### src/rtl/gpio_pkg.sv
// ---------------------------------------------------------------------------
// gpio_pkg
// Shared constants for the GPIO interrupt core: register indices on the
// 5-bit reg_addr bus and the fixed width of the register data path.
// No ports (package).
// ---------------------------------------------------------------------------
package gpio_pkg;

  localparam int REG_ADDR_W = 5;
  localparam int BUS_W      = 32;

  localparam logic [REG_ADDR_W-1:0] ADDR_DATA_IN    = 5'd0;
  localparam logic [REG_ADDR_W-1:0] ADDR_DATA_OUT   = 5'd1;
  localparam logic [REG_ADDR_W-1:0] ADDR_DIR        = 5'd2;
  localparam logic [REG_ADDR_W-1:0] ADDR_RISE_EN    = 5'd3;
  localparam logic [REG_ADDR_W-1:0] ADDR_FALL_EN    = 5'd4;
  localparam logic [REG_ADDR_W-1:0] ADDR_IRQ_STATUS = 5'd5;
  localparam logic [REG_ADDR_W-1:0] ADDR_DB_LIMIT   = 5'd6;

endpackage : gpio_pkg

### src/rtl/gpio_debounce.sv
// ---------------------------------------------------------------------------
// gpio_debounce
// One GPIO input bit: SYNC_STAGES-deep synchroniser followed by an optional
// debounce filter (compiled in when GPIO_DEBOUNCE_EN is defined).
//
// Ports
//   clk       in   clock, rising edge
//   reset     in   asynchronous, active-high reset
//   pin_in    in   asynchronous pad input
//   db_limit  in   DB_CNT_W  number of consecutive differing cycles needed
//                  before the filtered value follows (0 treated as 1)
//   f_out     out  filtered (or, without the filter, synchronised) value
// ---------------------------------------------------------------------------
module gpio_debounce
  import gpio_pkg::*;
#(
  parameter int SYNC_STAGES = 2,
  parameter int DB_CNT_W    = 16
) (
  input  logic                clk,
  input  logic                reset,
  input  logic                pin_in,
  input  logic [DB_CNT_W-1:0] db_limit,
  output logic                f_out
);

  logic [SYNC_STAGES-1:0] sync_q;
  logic [SYNC_STAGES-1:0] sync_d;
  logic                   sync_s;

  // Shift the pad value into the synchroniser chain.
  always_comb begin
    sync_d = {sync_q[SYNC_STAGES-2:0], pin_in};
    sync_s = sync_q[SYNC_STAGES-1];
  end

  // Synchroniser flops.
  always_ff @(posedge clk or posedge reset) begin
    if (reset) begin
      sync_q <= '0;
    end else begin
      sync_q <= sync_d;
    end
  end

`ifdef GPIO_DEBOUNCE_EN
  logic                f_q;
  logic                f_d;
  logic [DB_CNT_W-1:0] cnt_q;
  logic [DB_CNT_W-1:0] cnt_d;
  // One extra bit so the increment never wraps before the compare.
  logic [DB_CNT_W:0]   lim_s;
  logic [DB_CNT_W:0]   cnt_inc_s;

  // Count consecutive cycles where the synchronised value disagrees with f;
  // flip f on the cycle that completes the run, restart on any agreement.
  always_comb begin
    if (db_limit == '0) begin
      lim_s = (DB_CNT_W+1)'(1);
    end else begin
      lim_s = {1'b0, db_limit};
    end
    cnt_inc_s = {1'b0, cnt_q} + (DB_CNT_W+1)'(1);
    if (sync_s == f_q) begin
      f_d   = f_q;
      cnt_d = '0;
    end else if (cnt_inc_s >= lim_s) begin
      f_d   = ~f_q;
      cnt_d = '0;
    end else begin
      f_d   = f_q;
      cnt_d = cnt_inc_s[DB_CNT_W-1:0];
    end
  end

  // Filter state flops.
  always_ff @(posedge clk or posedge reset) begin
    if (reset) begin
      f_q   <= 1'b0;
      cnt_q <= '0;
    end else begin
      f_q   <= f_d;
      cnt_q <= cnt_d;
    end
  end

  assign f_out = f_q;
`else
  logic unused_s;

  assign unused_s = ^db_limit;
  assign f_out    = sync_s;
`endif

endmodule : gpio_debounce

### src/rtl/gpio_irq_core.sv
// ---------------------------------------------------------------------------
// gpio_irq_core
// GPIO block with per-pin direction, output data, synchronised inputs and
// edge-triggered interrupt status (write-1-to-clear, set wins over clear).
// Optional input debounce filter is enabled with the macro GPIO_DEBOUNCE_EN;
// without it the DB_LIMIT register (address 6) reads 0 and ignores writes.
//
// Ports
//   clk       in   clock, rising edge
//   reset     in   asynchronous, active-high reset
//   cs        in   slot select
//   read      in   read strobe (reads have no side effects; unused)
//   write     in   write strobe
//   reg_addr  in   5   register index
//   wr_data   in   32  write data, bits above DATA_WIDTH ignored
//   rd_data   out  32  combinational read data, zero-extended
//   gpio_in   in   DATA_WIDTH  asynchronous pad inputs
//   gpio_out  out  DATA_WIDTH  DATA_OUT register
//   gpio_oe   out  DATA_WIDTH  DIR register (1 = drive)
//   irq       out  OR of IRQ_STATUS
// ---------------------------------------------------------------------------
module gpio_irq_core
  import gpio_pkg::*;
#(
  parameter int DATA_WIDTH  = 16,
  parameter int SYNC_STAGES = 2,
  parameter int DB_CNT_W    = 16,
  parameter int DB_DEFAULT  = 1000
) (
  input  logic                  clk,
  input  logic                  reset,
  input  logic                  cs,
  input  logic                  read,
  input  logic                  write,
  input  logic [REG_ADDR_W-1:0] reg_addr,
  input  logic [BUS_W-1:0]      wr_data,
  output logic [BUS_W-1:0]      rd_data,
  input  logic [DATA_WIDTH-1:0] gpio_in,
  output logic [DATA_WIDTH-1:0] gpio_out,
  output logic [DATA_WIDTH-1:0] gpio_oe,
  output logic                  irq
);

  logic [DATA_WIDTH-1:0] data_out_q, data_out_d;
  logic [DATA_WIDTH-1:0] dir_q, dir_d;
  logic [DATA_WIDTH-1:0] rise_en_q, rise_en_d;
  logic [DATA_WIDTH-1:0] fall_en_q, fall_en_d;
  logic [DATA_WIDTH-1:0] irq_status_q, irq_status_d;
  logic [DATA_WIDTH-1:0] p_q, p_d;
  logic                  irq_q, irq_d;

  logic [DATA_WIDTH-1:0] f_s;
  logic [DATA_WIDTH-1:0] rise_s;
  logic [DATA_WIDTH-1:0] fall_s;
  logic [DATA_WIDTH-1:0] set_s;
  logic [DATA_WIDTH-1:0] clr_s;
  logic [DATA_WIDTH-1:0] wdata_s;
  logic                  wr_en_s;
  logic [DB_CNT_W-1:0]   db_limit_s;
  logic                  unused_s;

`ifdef GPIO_DEBOUNCE_EN
  logic [DB_CNT_W-1:0]   db_limit_q, db_limit_d;

  assign db_limit_s = db_limit_q;
  assign unused_s   = ^{read, wr_data};
`else
  assign db_limit_s = '0;
  assign unused_s   = ^{read, wr_data, DB_CNT_W'(DB_DEFAULT)};
`endif

  // Per-pin synchroniser and optional filter.
  for (genvar i = 0; i < DATA_WIDTH; i++) begin : g_bit
    gpio_debounce #(
      .SYNC_STAGES(SYNC_STAGES),
      .DB_CNT_W   (DB_CNT_W)
    ) u_db (
      .clk     (clk),
      .reset   (reset),
      .pin_in  (gpio_in[i]),
      .db_limit(db_limit_s),
      .f_out   (f_s[i])
    );
  end

  // Register writes, edge detection and status update.
  always_comb begin
    wdata_s    = wr_data[DATA_WIDTH-1:0];
    wr_en_s    = cs & write;
    data_out_d = data_out_q;
    dir_d      = dir_q;
    rise_en_d  = rise_en_q;
    fall_en_d  = fall_en_q;
    clr_s      = '0;
`ifdef GPIO_DEBOUNCE_EN
    db_limit_d = db_limit_q;
`endif
    if (wr_en_s) begin
      case (reg_addr)
        ADDR_DATA_OUT:   data_out_d = wdata_s;
        ADDR_DIR:        dir_d      = wdata_s;
        ADDR_RISE_EN:    rise_en_d  = wdata_s;
        ADDR_FALL_EN:    fall_en_d  = wdata_s;
        ADDR_IRQ_STATUS: clr_s      = wdata_s;
`ifdef GPIO_DEBOUNCE_EN
        ADDR_DB_LIMIT:   db_limit_d = wr_data[DB_CNT_W-1:0];
`endif
        default:         clr_s      = '0;
      endcase
    end else begin
      clr_s = '0;
    end

    p_d    = f_s;
    rise_s = f_s & ~p_q;
    fall_s = ~f_s & p_q;
    set_s  = (rise_s & rise_en_q) | (fall_s & fall_en_q);
    // Clear first, then OR in new events so a same-cycle set survives.
    irq_status_d = (irq_status_q & ~clr_s) | set_s;
    irq_d        = |irq_status_d;
  end

  // Register state.
  always_ff @(posedge clk or posedge reset) begin
    if (reset) begin
      data_out_q   <= '0;
      dir_q        <= '0;
      rise_en_q    <= '0;
      fall_en_q    <= '0;
      irq_status_q <= '0;
      p_q          <= '0;
      irq_q        <= 1'b0;
    end else begin
      data_out_q   <= data_out_d;
      dir_q        <= dir_d;
      rise_en_q    <= rise_en_d;
      fall_en_q    <= fall_en_d;
      irq_status_q <= irq_status_d;
      p_q          <= p_d;
      irq_q        <= irq_d;
    end
  end

`ifdef GPIO_DEBOUNCE_EN
  // Debounce limit register.
  always_ff @(posedge clk or posedge reset) begin
    if (reset) begin
      db_limit_q <= DB_CNT_W'(DB_DEFAULT);
    end else begin
      db_limit_q <= db_limit_d;
    end
  end
`endif

  // Combinational read mux, zero-extended to the bus width.
  always_comb begin
    rd_data = 32'h0000_0000;
    case (reg_addr)
      ADDR_DATA_IN:    rd_data[DATA_WIDTH-1:0] = f_s;
      ADDR_DATA_OUT:   rd_data[DATA_WIDTH-1:0] = data_out_q;
      ADDR_DIR:        rd_data[DATA_WIDTH-1:0] = dir_q;
      ADDR_RISE_EN:    rd_data[DATA_WIDTH-1:0] = rise_en_q;
      ADDR_FALL_EN:    rd_data[DATA_WIDTH-1:0] = fall_en_q;
      ADDR_IRQ_STATUS: rd_data[DATA_WIDTH-1:0] = irq_status_q;
`ifdef GPIO_DEBOUNCE_EN
      ADDR_DB_LIMIT:   rd_data[DB_CNT_W-1:0]   = db_limit_q;
`endif
      default:         rd_data = 32'h0000_0000;
    endcase
  end

  assign gpio_out = data_out_q;
  assign gpio_oe  = dir_q;
  assign irq      = irq_q;

endmodule : gpio_irq_core

### config.mk
export PLATFORM = sky130hd
export DESIGN_NAME = gpio_irq_core
export DESIGN_NICKNAME = d
export VERILOG_FILES = /design/src/rtl/gpio_pkg.sv /design/src/rtl/gpio_debounce.sv /design/src/rtl/gpio_irq_core.sv
export SDC_FILE = /design/constraint.sdc
export NUM_CORES = 1
export LEC_CHECK = 0
export ABC_AREA = 0
export CAP_MARGIN = 20
export CORE_UTILIZATION = 50
export CTS_BUF_LIST = sky130_fd_sc_hd__clkbuf_4 sky130_fd_sc_hd__clkbuf_8 sky130_fd_sc_hd__clkbuf_16
export DETAILED_ROUTE_END_ITERATION = 12
export HOLD_SLACK_MARGIN = 0.08
export PLACE_DENSITY = 0.77
export SETUP_SLACK_MARGIN = 0.2
export SYNTH_ARGS = -nofsm -noshare
export SYNTH_HDL_FRONTEND = slang
export SYNTH_SLANG_ARGS = --single-unit
### constraint.sdc
create_clock -name clk -period 5.5 [get_ports clk]
set_input_delay 0.825 -clock clk [delete_from_list [all_inputs] [get_ports clk]]
set_output_delay 0.825 -clock clk [all_outputs]
set_load 0.005 [all_outputs]
Metal 3:
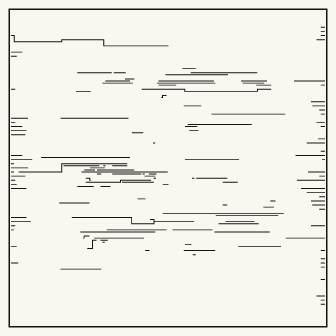
wire length on this layer: 1030 µm
nets with wire on the layer: 103
main direction: horizontal
longest straight run: 39.6 µm
GR Layer Usage met3: 0.0733
Total Wirelength: 12400 µm
Vias: 3752

The metal 1 layer:
Supply wires on this layer in grey.
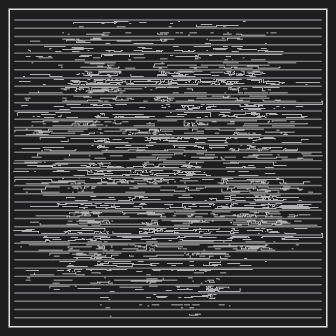
longest straight run: 42.8 µm
nets with wire on the layer: 454
share of all routed wire: 39%
main direction: horizontal
grt met1 use: 0.308

==> results_dict.tcl <==
# yosys + openroad results
set metrics [dict create \
    grt_max_degree 85 \
    cp-end-kind "output port" \
    setup_viol 0 \
    routed_via_density 5.99 \
    postSynthCellCount 382 \
    slew_viol_final 0 \
    tap_cells 133 \
    synth_cell_types 29 \
    critPathLaunchType "primary input" \
    comb_area_frac 0.264 \
    final_core_util 0.681 \
    synthAdderAreaFrac 0 \
    busiest_layer "met2" \
    reg2reg_from "g_bit[6].u_db.sync_q[1]" \
    rsz0062_at_grt "false" \
    synth_top_cell_by_count "dfrtp_1" \
    setup-tns-final_ps 0 \
    ys_cells 382 \
    max-slew-margin-rel 0.313 \
    power_density_nw_per_um2 350 \
    final_cells 626 \
    xor_share 0 \
    cts_sinks 129 \
    sh_seq_area 0.478 \
    ioPinCount 123 \
    synth_area_leader_cell "dfrtp_1" \
    grtUsageTotal 0.248 \
    cts_root_buf "clkbuf_8" \
    post_cts_buffers 0 \
    met1_length_um 4870 \
    topRoutingLayerUsed "met4" \
    ys_seq_elements 129 \
    reg2reg_depth 5 \
    logic_family "multiplexers" \
    clk_share 0.0802 \
    logic_area_um2 1790 \
    async_flop_share 1.00 \
    antenna_left 0 \
    regArea_um2 3230 \
    fmax_mhz 231 \
    signal_buffers 97 \
    ys_area_um2 5200 \
    wire_per_inst_um 19.9 \
    status "complete, no violations" \
    die_area_um2 10800 \
    synth_seq_share 0.621 \
    hold_path.startpoint "g_bit[9].u_db.sync_q[0]" \
    layout.cells.most_common "dfrtp_1" \
    compound_area_frac 0.111 \
    die_height_um 104 \
    cts_hold_buf 0 \
    worst_pin_slew_ps 1030 \
    arrival_ps 3500 \
    drc 0 \
    mux_area_frac 0.139 \
    hpwlAfterDp_um 7830 \
    timing.hold.ws_ps 346 \
    holdPathStages 0 \
    pre_cts_ws_ps 1210 \
    drt_iter0_drc 372 \
    dpl.cell_count 594 \
    hold_end "g_bit[9].u_db.sync_q[1]" \
    floorplanUtilization 0.524 \
    fillers 704 \
    most-common-layout-cells "dfrtp_1, clkdlybuf4s50_1, mux2_2" \
    largest_class "sequential cells" \
    antenna_found_initial 0 \
    cts.reportedPaths.clkPinSlew_ps 60 \
    cts_tree "yes" \
    period_needed_ps 4330 \
    min_path_type "flop to flop" \
    crit_end "rd_data[9]" \
    cp_max_fo 11 \
    grt_pass1_vias 3988 \
    gr-total-overflow 0 \
    tool_warnings 43 \
    grt_pass1_wl_um 20500 \
    drive_gt1_frac 0.221 \
    criticalPathCategory "primary input to output port" \
    route.met2.wl_um 6370 \
    maxCapViolCount 0 \
    rr_endpoint "irq" \
    vdd_drop_max_uv 220 \
    cellLeakagePower_nw 3.03 \
]
Metal 2:
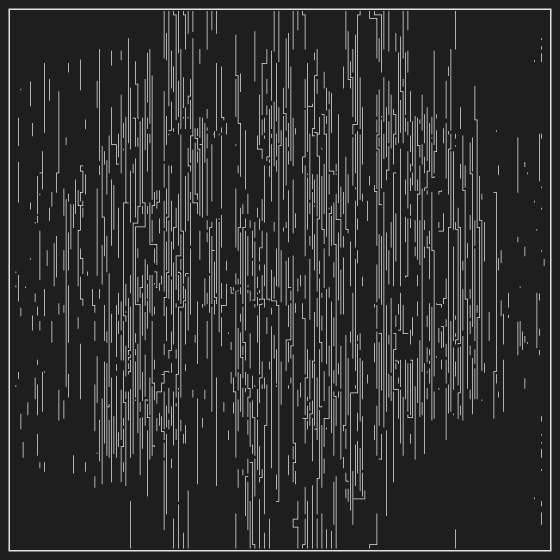
longest straight run: 45.2 µm
main direction: vertical
share of all routed wire: 51%
wire length on this layer: 6370 µm
met2 GRT Util: 0.407

Clock routing:
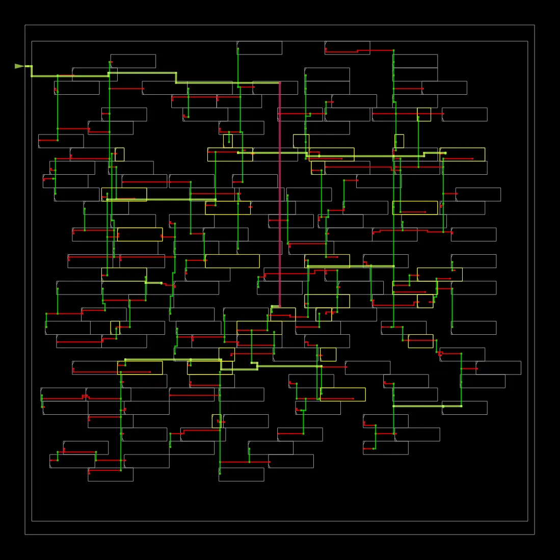
clock buffers: 18
P_clk: 1.01 mW
total CTS buffers: 17

## state kept, by name (all words and copies together) (netlist names)
| signal | flops |
|---|---|
| g_bit.u_db.sync_q | 32 |
| fall_en_q | 16 |
| gpio_oe | 16 |
| gpio_out | 16 |
| irq_status_q | 16 |
| p_q | 16 |
| rise_en_q | 16 |
| irq | 1 |
## report_power, final
group          internal, mW  total [mW]  leakage [nW]  switching (mW)
clock network         0.608        1.01         0.267           0.405
registers              1.04        1.11          1.56          0.0697
logic                 0.153       0.246          1.20          0.0931
## worst max-delay path, stage by stage
cell	delay (ps)
clkdlybuf4s50_1	580
nor4b_4	360
nor2b_1	580
buf_4	330
a222oi_1	140
nand2_1	170
clkdlybuf4s50_1	510
No activity file was given, so power comes from the tool's default toggle rates.
